<file path="src/rtl/trap_sequencer_if.sv">
// Commit and redirect bus between trap_sequencer, the CSR unit and fetch.
//   traped/mret     : one-cycle commit pulses to the CSR unit
//   ecp/trap_cause/interupt : commit payload (valid while traped is high)
//   redirect_valid/redirect_pc/redirect_ready : fetch redirect handshake
// master = trap_sequencer, slave = CSR unit / fetch side.
interface trap_sequencer_if;
  logic        traped;
  logic        mret;
  logic [31:0] ecp;
  logic [3:0]  trap_cause;
  logic        interupt;
  logic        redirect_valid;
  logic [31:0] redirect_pc;
  logic        redirect_ready;

  modport master (
    output traped, mret, ecp, trap_cause, interupt, redirect_valid, redirect_pc,
    input  redirect_ready
  );

  modport slave (
    input  traped, mret, ecp, trap_cause, interupt, redirect_valid, redirect_pc,
    output redirect_ready
  );
endinterface

</file>
<file path="src/rtl/trap_sequencer.sv">
// trap_sequencer: arbitrates exceptions, mret and interrupts, drains and
// flushes the pipeline, pulses a commit to the CSR unit and then redirects
// fetch to the CSR-supplied vector.
// Ports:
//   clk, reset (async, active low)
//   exc_valid/exc_cause/exc_pc, mret_valid, next_pc, eip/tip/sip : event sources
//   pipe_empty                  : pipeline drained indication
//   trap_vector, mret_vector    : redirect targets from the CSR unit
//   stall, flush, busy          : pipeline control / status
//   trap_count                  : saturating count of trap commits
//   csr_fetch                   : commit pulse + fetch redirect handshake
// Optional feature: define TRAP_SEQ_COUNT_EN to enable trap_count; otherwise
// trap_count is tied to 0.
module trap_sequencer #(
  parameter int unsigned DRAIN_CYCLES = 2
) (
  input  logic                    clk,
  input  logic                    reset,
  input  logic                    exc_valid,
  input  logic [3:0]              exc_cause,
  input  logic [31:0]             exc_pc,
  input  logic                    mret_valid,
  input  logic [31:0]             next_pc,
  input  logic                    eip,
  input  logic                    tip,
  input  logic                    sip,
  input  logic                    pipe_empty,
  input  logic [31:0]             trap_vector,
  input  logic [31:0]             mret_vector,
  output logic                    stall,
  output logic                    flush,
  output logic                    busy,
  output logic [15:0]             trap_count,
  trap_sequencer_if.master        csr_fetch
);

  localparam int unsigned CNT_W   = 4;
  localparam int unsigned PC_W    = 32;
  localparam int unsigned CAUSE_W = 4;
  localparam logic [CNT_W-1:0] DRAIN_MAX = CNT_W'(DRAIN_CYCLES);

  typedef enum logic [1:0] {IDLE, DRAIN, COMMIT, REDIRECT} state_t;

  state_t               state_q, state_d;
  logic [CNT_W-1:0]     cnt_q, cnt_d, cnt_inc;
  logic                 kind_mret_q, kind_mret_d;
  logic [CAUSE_W-1:0]   cause_q, cause_d;
  logic [PC_W-1:0]      pc_q, pc_d;
  logic                 int_q, int_d;

  logic                 stall_q, stall_d;
  logic                 flush_q, flush_d;
  logic                 busy_q, busy_d;
  logic                 traped_q, traped_d;
  logic                 mret_q, mret_d;
  logic [PC_W-1:0]      ecp_q, ecp_d;
  logic [CAUSE_W-1:0]   tcause_q, tcause_d;
  logic                 tint_q, tint_d;
  logic                 rvalid_q, rvalid_d;

  // Next state, event latch and next registered outputs.
  always_comb begin
    state_d     = state_q;
    cnt_d       = cnt_q;
    kind_mret_d = kind_mret_q;
    cause_d     = cause_q;
    pc_d        = pc_q;
    int_d       = int_q;
    // Count of DRAIN cycles completed including the current one, saturating.
    cnt_inc     = (cnt_q >= DRAIN_MAX) ? cnt_q : cnt_q + CNT_W'(1);

    unique case (state_q)
      IDLE: begin
        if (exc_valid) begin
          kind_mret_d = 1'b0;
          cause_d     = exc_cause;
          pc_d        = exc_pc;
          int_d       = 1'b0;
        end else if (mret_valid) begin
          kind_mret_d = 1'b1;
          cause_d     = '0;
          pc_d        = '0;
          int_d       = 1'b0;
        end else if (eip) begin
          kind_mret_d = 1'b0;
          cause_d     = CAUSE_W'(11);
          pc_d        = next_pc;
          int_d       = 1'b1;
        end else if (sip) begin
          kind_mret_d = 1'b0;
          cause_d     = CAUSE_W'(3);
          pc_d        = next_pc;
          int_d       = 1'b1;
        end else if (tip) begin
          kind_mret_d = 1'b0;
          cause_d     = CAUSE_W'(7);
          pc_d        = next_pc;
          int_d       = 1'b1;
        end
        if (exc_valid || mret_valid || eip || sip || tip) begin
          state_d = DRAIN;
          cnt_d   = '0;
        end
      end
      DRAIN: begin
        cnt_d = cnt_inc;
        if ((cnt_inc >= DRAIN_MAX) && pipe_empty) state_d = COMMIT;
      end
      COMMIT:   state_d = REDIRECT;
      REDIRECT: if (csr_fetch.redirect_ready) state_d = IDLE;
      default:  state_d = IDLE;
    endcase

    // Outputs are registered, so they are decoded from the next state.
    stall_d  = (state_d != IDLE);
    busy_d   = (state_d != IDLE);
    flush_d  = (state_d == DRAIN);
    traped_d = (state_d == COMMIT) && !kind_mret_d;
    mret_d   = (state_d == COMMIT) &&  kind_mret_d;
    ecp_d    = traped_d ? pc_d    : '0;
    tcause_d = traped_d ? cause_d : '0;
    tint_d   = traped_d ? int_d   : 1'b0;
    rvalid_d = (state_d == REDIRECT);
  end

  // State, event latch and output registers.
  always_ff @(posedge clk or negedge reset) begin
    if (!reset) begin
      state_q     <= IDLE;
      cnt_q       <= '0;
      kind_mret_q <= 1'b0;
      cause_q     <= '0;
      pc_q        <= '0;
      int_q       <= 1'b0;
      stall_q     <= 1'b0;
      flush_q     <= 1'b0;
      busy_q      <= 1'b0;
      traped_q    <= 1'b0;
      mret_q      <= 1'b0;
      ecp_q       <= '0;
      tcause_q    <= '0;
      tint_q      <= 1'b0;
      rvalid_q    <= 1'b0;
    end else begin
      state_q     <= state_d;
      cnt_q       <= cnt_d;
      kind_mret_q <= kind_mret_d;
      cause_q     <= cause_d;
      pc_q        <= pc_d;
      int_q       <= int_d;
      stall_q     <= stall_d;
      flush_q     <= flush_d;
      busy_q      <= busy_d;
      traped_q    <= traped_d;
      mret_q      <= mret_d;
      ecp_q       <= ecp_d;
      tcause_q    <= tcause_d;
      tint_q      <= tint_d;
      rvalid_q    <= rvalid_d;
    end
  end

  assign stall                = stall_q;
  assign flush                = flush_q;
  assign busy                 = busy_q;
  assign csr_fetch.traped     = traped_q;
  assign csr_fetch.mret       = mret_q;
  assign csr_fetch.ecp        = ecp_q;
  assign csr_fetch.trap_cause = tcause_q;
  assign csr_fetch.interupt   = tint_q;
  assign csr_fetch.redirect_valid = rvalid_q;
  // Vector is followed live: the CSR unit updates it on the COMMIT edge.
  assign csr_fetch.redirect_pc = rvalid_q ? (kind_mret_q ? mret_vector : trap_vector) : '0;

`ifdef TRAP_SEQ_COUNT_EN
  logic [15:0] trap_count_q;

  // Saturating count of trap commits, bumped on the edge that ends COMMIT.
  always_ff @(posedge clk or negedge reset) begin
    if (!reset) begin
      trap_count_q <= '0;
    end else if (traped_q && (trap_count_q != 16'hffff)) begin
      trap_count_q <= trap_count_q + 16'd1;
    end
  end

  assign trap_count = trap_count_q;
`else
  assign trap_count = '0;
`endif

endmodule

</file>
<file path="src/flat_wrapper.sv">
// flat-port wrapper written by rule: the top's interface ports become plain ports
module trap_sequencer_flat 
#(
  parameter int unsigned DRAIN_CYCLES = 2
)
  (clk, reset, exc_valid, exc_cause, exc_pc, mret_valid, next_pc, eip, tip, sip, pipe_empty, trap_vector, mret_vector, stall, flush, busy, trap_count, csr_fetch_traped, csr_fetch_mret, csr_fetch_ecp, csr_fetch_trap_cause, csr_fetch_interupt, csr_fetch_redirect_valid, csr_fetch_redirect_pc, csr_fetch_redirect_ready);
  trap_sequencer_if csr_fetch_i ();
  input  logic clk;
  input  logic reset;
  input  logic exc_valid;
  input  logic [3:0] exc_cause;
  input  logic [31:0] exc_pc;
  input  logic mret_valid;
  input  logic [31:0] next_pc;
  input  logic eip;
  input  logic tip;
  input  logic sip;
  input  logic pipe_empty;
  input  logic [31:0] trap_vector;
  input  logic [31:0] mret_vector;
  output logic stall;
  output logic flush;
  output logic busy;
  output logic [15:0] trap_count;
  output wire logic [$bits(csr_fetch_i.traped)-1:0] csr_fetch_traped;
  output wire logic [$bits(csr_fetch_i.mret)-1:0] csr_fetch_mret;
  output wire logic [$bits(csr_fetch_i.ecp)-1:0] csr_fetch_ecp;
  output wire logic [$bits(csr_fetch_i.trap_cause)-1:0] csr_fetch_trap_cause;
  output wire logic [$bits(csr_fetch_i.interupt)-1:0] csr_fetch_interupt;
  output wire logic [$bits(csr_fetch_i.redirect_valid)-1:0] csr_fetch_redirect_valid;
  output wire logic [$bits(csr_fetch_i.redirect_pc)-1:0] csr_fetch_redirect_pc;
  input wire logic [$bits(csr_fetch_i.redirect_ready)-1:0] csr_fetch_redirect_ready;
  assign csr_fetch_traped = csr_fetch_i.traped;
  assign csr_fetch_mret = csr_fetch_i.mret;
  assign csr_fetch_ecp = csr_fetch_i.ecp;
  assign csr_fetch_trap_cause = csr_fetch_i.trap_cause;
  assign csr_fetch_interupt = csr_fetch_i.interupt;
  assign csr_fetch_redirect_valid = csr_fetch_i.redirect_valid;
  assign csr_fetch_redirect_pc = csr_fetch_i.redirect_pc;
  assign csr_fetch_i.redirect_ready = csr_fetch_redirect_ready;
  trap_sequencer #(.DRAIN_CYCLES(DRAIN_CYCLES)) u_core (.clk(clk), .reset(reset), .exc_valid(exc_valid), .exc_cause(exc_cause), .exc_pc(exc_pc), .mret_valid(mret_valid), .next_pc(next_pc), .eip(eip), .tip(tip), .sip(sip), .pipe_empty(pipe_empty), .trap_vector(trap_vector), .mret_vector(mret_vector), .stall(stall), .flush(flush), .busy(busy), .trap_count(trap_count), .csr_fetch(csr_fetch_i));
endmodule
</file>
<file path="config.mk">
export PLATFORM = sky130hd
export DESIGN_NAME = trap_sequencer_flat
export DESIGN_NICKNAME = d
export VERILOG_FILES = /design/src/rtl/trap_sequencer_if.sv /design/src/rtl/trap_sequencer.sv /design/src/flat_wrapper.sv
export SDC_FILE = /design/constraint.sdc
export NUM_CORES = 1
export LEC_CHECK = 0
export ABC_CLOCK_PERIOD_IN_PS = 2050
export CAP_MARGIN = 40
export CORE_MARGIN = 2
export CORE_UTILIZATION = 39
export DETAILED_ROUTE_END_ITERATION = 8
export PLACE_DENSITY_LB_ADDON = 0.3
export SLEW_MARGIN = 20
export SYNTH_ARGS = -nofsm -noshare
export SYNTH_HDL_FRONTEND = slang
export SYNTH_SLANG_ARGS = --single-unit
export TNS_END_PERCENT = 20
</file>
<file path="constraint.sdc">
create_clock -name clk -period 2.05 [get_ports clk]
set_input_delay 0.41 -clock clk [delete_from_list [all_inputs] [get_ports clk]]
set_output_delay 0.41 -clock clk [all_outputs]
set_load 0.02 [all_outputs]
</file>
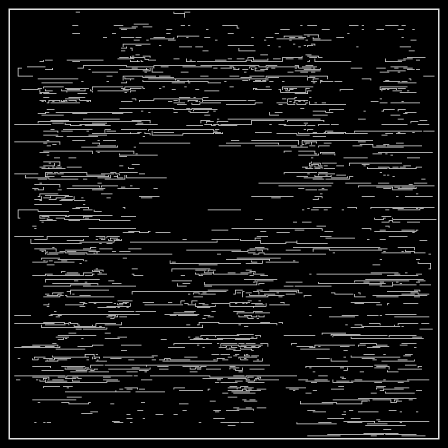
m1.png
- main direction: horizontal
- longest straight run: 41.9 um
- share of all routed wire: 36%
- wire length on this layer: 4880 um
- nets with wire on the layer: 654

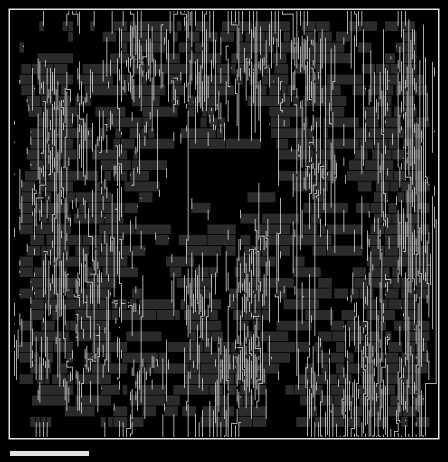
m2.png
Bar = 20 um. Cells faint in the background.
- longest straight run: 64.8 um
- nets with wire on the layer: 689
- main direction: vertical

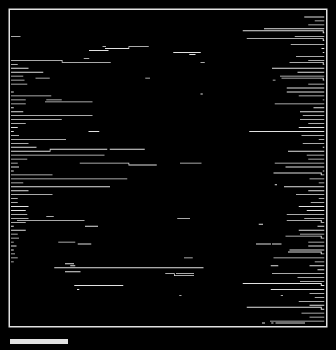
m3.png
Bar = 20 um.
- wire length on this layer: 1450 um
- longest straight run: 51.1 um
- main direction: horizontal
- share of all routed wire: 11%
- nets with wire on the layer: 156

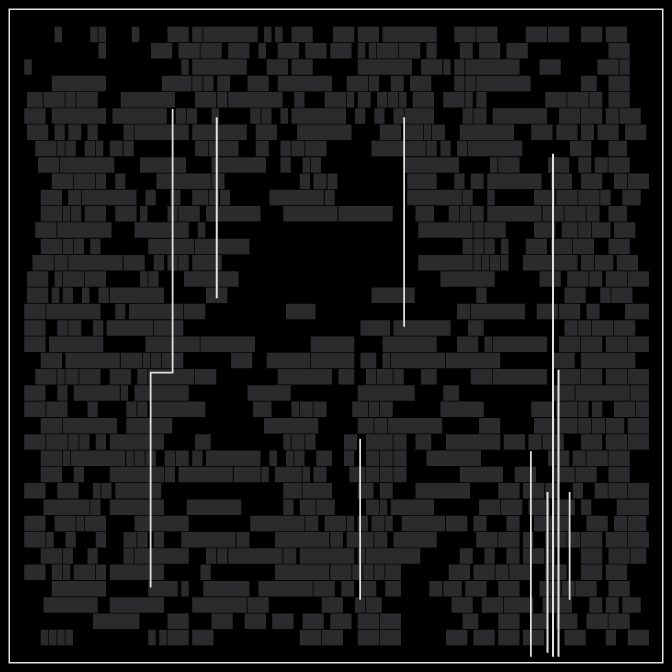
m4.png
Cells faint in the background.
- longest straight run: 83.6 um
- share of all routed wire: 2.9%
- main direction: vertical
- wire length on this layer: 384 um
- nets with wire on the layer: 8

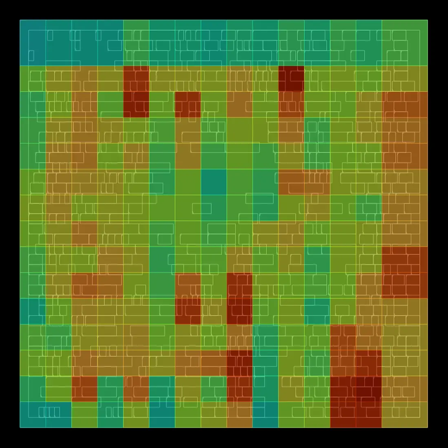
congestion_map.png
grt peak-use layer: met2
All-Layer GR Usage: 0.220
GR Util met1: 0.239
fin util: 0.641
routed length per instance: 17.0 um

==> results.json <==
{
  "p_per_area_nw_per_um2": 1070,
  "largest_cell_class": "buffers",
  "cp_data_arrival_time_ps": 1600,
  "tritoncts": "built",
  "status": "completed",
  "finalSetupViolations": 0,
  "routed_wl_mm": 13.4,
  "timing.rr.end": "u_core.csr_fetch.ecp[15]",
  "num_antenna_cells": 1,
  "gr-total-overflow": 0,
  "nonClkBufAreaFrac": 0.356,
  "synth_area_um2": 4280,
  "holdPathEnd": "u_core.int_q",
  "yosysCellCount": 420,
  "clk_latency_ps": 360,
  "finalPower_mw": 7.37,
  "via_per_inst": 5.16,
  "crit_start": "u_core.kind_mret_q",
  "routed-wl-met2_mm": 6.71,
  "vias": 4080,
  "portBuffers": 215,
  "clockBufferDepth": 2,
  "dp.cells": 767,
  "hp-class": "reg2reg",
  "rr_worst_depth": 8,
  "num_rows": 38,
  "r2r-start": "u_core.cnt_q[0]",
  "first_iter_violations": 179,
  "synth.area.top_cells": "dfrtp_1 50%, nand3_1 11%, mux2i_1 7.5%, nor2b_1 5.5%, a31oi_4 5.0%",
  "die_width_um": 109,
  "initial_core_util": 0.397,
  "tns_ps": 0,
  "synth-seq-cells": 86,
  "ff_type": "dfrtp_1",
  "max_freq_ghz": 0.497,
  "whs_path_depth": 1,
  "min_period_ps": 2010,
  "maxCapViolCount": 0,
  "place_ws_ps": -154,
  "comb_share": 0.279,
  "seq_power_share": 0.318,
  "ys_area_um2": 4280,
  "drive_above_1_share": 0.126,
  "cts_root_buffer": "clkbuf_8",
  "leakage_nw": 3.01,
  "ys_seq_frac": 0.502,
  "netlist_instances": 420,
  "gp_congestion": 0.813,
  "antenna_found_initial": 1,
  "design_area_um2": 6920,
  "met1_length_mm": 4.88,
  "grt_pass1_vias": 4067,
  "critPathLaunchType": "flop",
  "worstSetupPathType": "reg2out",
  "grt_pass1_wl_mm": 19.7,
  "lay_top_count": "clkdlybuf4s50_1",
  "inverters": 3,
  "hold_violations": 0,
  "critical_path.endpoint": "csr_fetch_redirect_pc[12]",
  "p_sw_mw": 2.94,
  "comb_cells": 301,
  "regToRegSetupSlack_ps": 190,
  "clock_cell_area_share": 0.0266,
  "cts_sinks": 86,
  "use_met3": 0.0669,
  "crit_fanout": 7,
  "avgSynthCellArea_um2": 10.2,
  "ys_async_sr_fraction": 1.00,
  "io_pins": 232,
  "place_area_um2": 6700,
  "core_area_um2": 10800
}
-- cell usage after synthesis (2+ instances only) --
master	count
buf_1	2
or3_1	4
ha_1	2
nor2b_1	38
and2_1	2
buf_6	2
a31oi_1	21
nand2_1	39
nand2b_1	2
or2_2	4
a31oi_4	10
dfrtp_1	86
nand3_1	94
inv_1	3
a21oi_1	6
nor4_1	4
clkbuf_1	12
mux2i_1	32
nor3_1	3
nor2_1	6
o21ai_0	6
buf_2	11
nor2_2	2
buf_4	17
-- kinds of logic after synthesis --
| family | Yosys count | share of synthesized area |
|---|---|---|
| buffers and inverters | 48 | 0.0675 |
| AND/OR/NAND/NOR | 199 | 0.236 |
| AND-OR/OR-AND | 51 | 0.110 |
| adder cells (fa/ha/maj) | 2 | 0.00584 |
| XOR/XNOR | 1 | 0.00204 |
| multiplexers | 32 | 0.0748 |
| flip-flops | 86 | 0.502 |
| other | 1 | 0.000875 |
-- what timing repair did --
action,4_1_cts,5_1_grt
cloned,1,1
setup buffers,4,0
endpoints found under the setup margin,32,16
hold endpoints to repair,8,0
gates resized,73,19
hold buffers,1,0
-- power by group through the flow --
| stage | logic (mW) | registers [mW] | clock network, mW |
|---|---|---|---|
| 6_report | 3.92 | 2.35 | 1.10 |
| 3_3_place_gp | 3.78 | 2.35 | 0 |
| 3_5_place_dp | 3.87 | 2.37 | 0 |
| 5_1_grt | 4.22 | 2.39 | 1.20 |
| 4_1_cts | 3.86 | 2.35 | 1.14 |
| 2_1_floorplan | 2.09 | 2.49 | 0 |
-- worst max-delay path, cell delays in order, from the launching register on --
cell       delay [ps]
dfrtp_2           470
clkbuf_16         190
buf_8             140
mux2i_2           230
nor2b_1            60
buf_2             160
Power figures rest on the tool's default switching activity, not on a simulated workload.
